`src/rtl/ajw_addsub_pkg.sv`:
```
// Shared constants and flag bundle for the pipelined add/subtract unit.
// The flag helper keeps the overflow/zero/neg definitions in one place.
`timescale 1ns/1ps
package ajw_addsub_pkg;

  localparam int DEFAULT_WIDTH  = 32;
  localparam int DEFAULT_STAGES = 4;

  typedef struct packed {
    logic cout;
    logic overflow;
    logic zero;
    logic neg;
  } flags_t;

  // Signed overflow: both addends share a sign that the sum does not.
  function automatic flags_t makeFlags(input logic cout, input logic aMsb,
                                       input logic yMsb, input logic sumMsb,
                                       input logic isZero);
    flags_t f;
    f.cout     = cout;
    f.overflow = (aMsb == yMsb) && (sumMsb != aMsb);
    f.zero     = isZero;
    f.neg      = sumMsb;
    return f;
  endfunction

endpackage

```
`src/rtl/ajw_addsub_chunk.sv`:
```
// One CHUNK-bit slice of the pipelined adder: plain ripple add with carry in/out.
`timescale 1ns/1ps
module ajw_addsub_chunk #(
  parameter int CHUNK = 8
) (
  input  logic [CHUNK-1:0] i_a,
  input  logic [CHUNK-1:0] i_b,
  input  logic             i_c,
  output logic [CHUNK-1:0] o_sum,
  output logic             o_c
);

  logic [CHUNK:0] w_full;

  assign w_full = {1'b0, i_a} + {1'b0, i_b} + {{CHUNK{1'b0}}, i_c};
  assign o_sum  = w_full[CHUNK-1:0];
  assign o_c    = w_full[CHUNK];

endmodule

```
`src/rtl/ajw_pipe_addsub_unit.sv`:
```
// Pipelined WIDTH-bit adder/subtractor: stage k adds chunk k with the carry from
// stage k-1, under a valid/ready pipeline with collapsing bubbles and flush.
`timescale 1ns/1ps
module ajw_pipe_addsub_unit
  import ajw_addsub_pkg::*;
#(
  parameter int WIDTH  = DEFAULT_WIDTH,
  parameter int STAGES = DEFAULT_STAGES
) (
  input  logic             clk_i,
  input  logic             rst_ni,
  input  logic             in_valid_i,
  output logic             in_ready_o,
  input  logic [WIDTH-1:0] op_a_i,
  input  logic [WIDTH-1:0] op_b_i,
  input  logic             sub_i,
  input  logic             cin_i,
  input  logic             flush_i,
  output logic             out_valid_o,
  input  logic             out_ready_i,
  output logic [WIDTH-1:0] result_o,
  output logic             cout_o,
  output logic             overflow_o,
  output logic             zero_o,
  output logic             neg_o
);

  localparam int CHUNK = WIDTH / STAGES;

  logic [WIDTH-1:0]  r_a   [STAGES];
  logic [WIDTH-1:0]  r_y   [STAGES];
  logic [WIDTH-1:0]  r_sum [STAGES];
  logic [STAGES-1:0] r_c;
  logic [STAGES-1:0] r_v;
  flags_t            r_flags;
  logic              r_rstDone;

  logic [WIDTH-1:0]  w_srcA    [STAGES];
  logic [WIDTH-1:0]  w_srcY    [STAGES];
  logic [WIDTH-1:0]  w_srcSum  [STAGES];
  logic [WIDTH-1:0]  w_nextSum [STAGES];
  logic [STAGES-1:0] w_srcC;
  logic [STAGES-1:0] w_srcV;
  logic [STAGES-1:0] w_nextC;
  logic [STAGES-1:0] w_adv;
  logic [WIDTH-1:0]  w_yIn;
  logic              w_accept;
  flags_t            w_nextFlags;

  assign w_yIn      = sub_i ? ~op_b_i : op_b_i;
  // r_rstDone holds off acceptance until the first edge after reset release.
  assign in_ready_o = r_rstDone && w_adv[0] && !flush_i;
  assign w_accept   = in_valid_i && in_ready_o;

  always_comb begin
    w_adv = '0;
    w_adv[STAGES-1] = !r_v[STAGES-1] || out_ready_i;
    for (int k = STAGES - 2; k >= 0; k--) begin
      w_adv[k] = !r_v[k] || w_adv[k+1];
    end
  end

  for (genvar k = 0; k < STAGES; k++) begin : g_stage
    logic [CHUNK-1:0] w_chunkSum;
    logic             w_chunkC;
    logic [WIDTH-1:0] w_merged;

    if (k == 0) begin : g_head
      assign w_srcA[k]   = op_a_i;
      assign w_srcY[k]   = w_yIn;
      assign w_srcSum[k] = '0;
      assign w_srcC[k]   = cin_i;
      assign w_srcV[k]   = w_accept;
    end else begin : g_tail
      assign w_srcA[k]   = r_a[k-1];
      assign w_srcY[k]   = r_y[k-1];
      assign w_srcSum[k] = r_sum[k-1];
      assign w_srcC[k]   = r_c[k-1];
      assign w_srcV[k]   = r_v[k-1];
    end

    ajw_addsub_chunk #(.CHUNK(CHUNK)) u_chunk (
      .i_a   (w_srcA[k][k*CHUNK +: CHUNK]),
      .i_b   (w_srcY[k][k*CHUNK +: CHUNK]),
      .i_c   (w_srcC[k]),
      .o_sum (w_chunkSum),
      .o_c   (w_chunkC)
    );

    always_comb begin
      w_merged = w_srcSum[k];
      w_merged[k*CHUNK +: CHUNK] = w_chunkSum;
    end

    assign w_nextSum[k] = w_merged;
    assign w_nextC[k]   = w_chunkC;
  end

  // Flags come from the last stage's combinational sum so they register with it.
  assign w_nextFlags = makeFlags(w_nextC[STAGES-1], w_srcA[STAGES-1][WIDTH-1],
                                 w_srcY[STAGES-1][WIDTH-1], w_nextSum[STAGES-1][WIDTH-1],
                                 w_nextSum[STAGES-1] == '0);

  always_ff @(posedge clk_i or negedge rst_ni) begin
    if (!rst_ni) begin
      r_rstDone <= 1'b0;
      r_v       <= '0;
      r_c       <= '0;
      r_flags   <= '0;
      for (int k = 0; k < STAGES; k++) begin
        r_a[k]   <= '0;
        r_y[k]   <= '0;
        r_sum[k] <= '0;
      end
    end else begin
      r_rstDone <= 1'b1;
      for (int k = 0; k < STAGES; k++) begin
        if (w_adv[k]) begin
          r_v[k] <= w_srcV[k];
          if (w_srcV[k]) begin
            r_a[k]   <= w_srcA[k];
            r_y[k]   <= w_srcY[k];
            r_sum[k] <= w_nextSum[k];
            r_c[k]   <= w_nextC[k];
          end
        end
      end
      if (w_adv[STAGES-1] && w_srcV[STAGES-1]) begin
        r_flags <= w_nextFlags;
      end
      if (flush_i) begin
        r_v <= '0;
      end
    end
  end

  assign out_valid_o = r_v[STAGES-1];
  assign result_o    = r_sum[STAGES-1];
  assign cout_o      = r_flags.cout;
  assign overflow_o  = r_flags.overflow;
  assign zero_o      = r_flags.zero;
  assign neg_o       = r_flags.neg;

endmodule

```
`config.mk`:
```
export PLATFORM = sky130hd
export DESIGN_NAME = ajw_pipe_addsub_unit
export DESIGN_NICKNAME = d
export VERILOG_FILES = /design/src/rtl/ajw_addsub_pkg.sv /design/src/rtl/ajw_addsub_chunk.sv /design/src/rtl/ajw_pipe_addsub_unit.sv
export SDC_FILE = /design/constraint.sdc
export NUM_CORES = 1
export LEC_CHECK = 0
export ABC_AREA = 1
export CORE_MARGIN = 1.5
export CORE_UTILIZATION = 65
export CTS_CLUSTER_DIAMETER = 150
export DETAILED_ROUTE_END_ITERATION = 8
export DONT_BUFFER_PORTS = 1
export PLACE_DENSITY = 0.81
export SYNTH_ARGS = -nofsm -noshare
export SYNTH_HDL_FRONTEND = slang
export SYNTH_HIERARCHICAL = 1
export SYNTH_SLANG_ARGS = --single-unit
```
`constraint.sdc`:
```
create_clock -name clk_i -period 3.63 [get_ports clk_i]
set_input_delay 0.363 -clock clk_i [delete_from_list [all_inputs] [get_ports clk_i]]
set_output_delay 0.363 -clock clk_i [all_outputs]
set_load 0.03 [all_outputs]
```
==> metrics.cfg <==
[place]
place_congestion=0.854
dpl.cell_count=1209
post-place-ws_ps=1380
dpl_cell_area_um2=9240
port_buffers=0

[finish]
fin_nets=1156
finalInstanceArea_um2=9900
flop_area_um2=4680
comb_area_share=0.408
n_all_buffers=5
clock_buffers=18
logic_gates=765
lay_top_count=nand2_1
drive_above_1_share=0.0772
final_cell_count_no_fill=1242
syn_to_final_growth_pct=6.67
clk_share=0.0652
biggestCellCategory=sequential cells
seq_share=0.473
flops=187
nNonClkInverters=73
layout_top_cells=391 x nand2_1, 187 x dfrtp_1, 66 x inv_1

[grt]
busiest_layer=met1
grt_max_degree=188
antenna_found_initial=0
grt.overflow.total=0

[power]
pwr-share-seq=0.485
power_density_nw_per_um2=674
leakagePower_nw=5.37
power_leader=registers
p_clk_frac=0.301
powerComb_mw=1.43
powerClk_mw=2.01
peakVddDrop_v=0.000385
power_mw=6.67

[floorplan]
die_w_um=122
initial_core_util=0.666
nWellTaps=180

[clocking]
cts_root_buf=clkbuf_16
htree_levels=4
clk_path_buf_depth=2
cts_buffers=17
ctsResizeCount=0

[yosys]
top_logic_kind=simple AND/OR/NAND/NOR gates
yosys_warnings=6
flop_cell=dfrtp_1
area_leaders=dfrtp_1 50%, nand2_1 16%, nand4_1 3.8%
yosys.area_share.xor_xnor=0.0415
edf_count=0
yosys_area_um2=9280
top_cell_area_share=0.504
ys_seq_frac=0.504
yosys-mux-area-fraction=0
ys_async_sr_fraction=1.00

[timing]
slew_headroom=0.245
finClkSkew_ps=6.88
finalCritPeriodShare=0.743
fmax_mhz=371
hold_viol_final=187
rsz0062_at_grt=false
layout_min_cycle_time_ps=2700
whs_ps=-370
setup_tns_ps=0
finalSetupViolCount=0
slew_violations=0

[worst_setup_path]
required_ps=3270
max_stage_delay_ps=490
worstSetupStartpoint=r_v[3]$_DFFE_PN0P_
critPathLaunchType=register
cp_slowest_cell=dfrtp_1
arrival_ps=2330
r2r_cells=6

[hold_path]
hold_path_class=in -> async

[run_status]
status=complete, but fails checks
violations=hold timing

[detailed_routing]
drt_iter0_drc=500
vias_per_cell=5.52
wl_met3_mm=1.05
wl_met2_mm=8.04
drt-met1-wl_mm=8.85
first_pass_iters=5

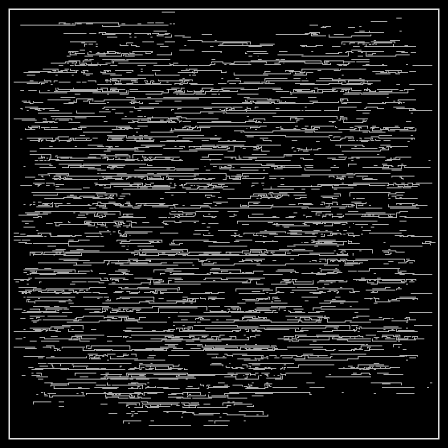
(the metal 1 layer)
The wires run mostly horizontal. 1054 nets have wire on it. The longest straight run is 40.0 µm. The layer carries 8850 µm of wire.

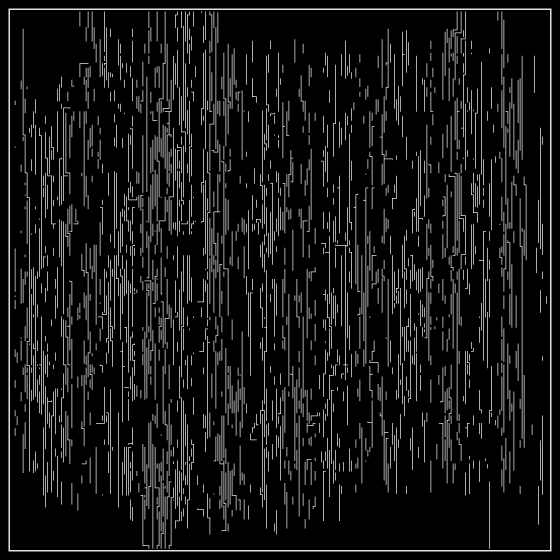
(metal 2)
The wires run mostly vertical. The layer carries 8040 µm of wire. The longest straight run is 43.5 µm. 878 nets have wire on it. The layer holds 44% of the routed length.
via count: 6857
met2 usage: 0.374
final WL: 18.2 mm

Power and IR drop assume default switching activity.
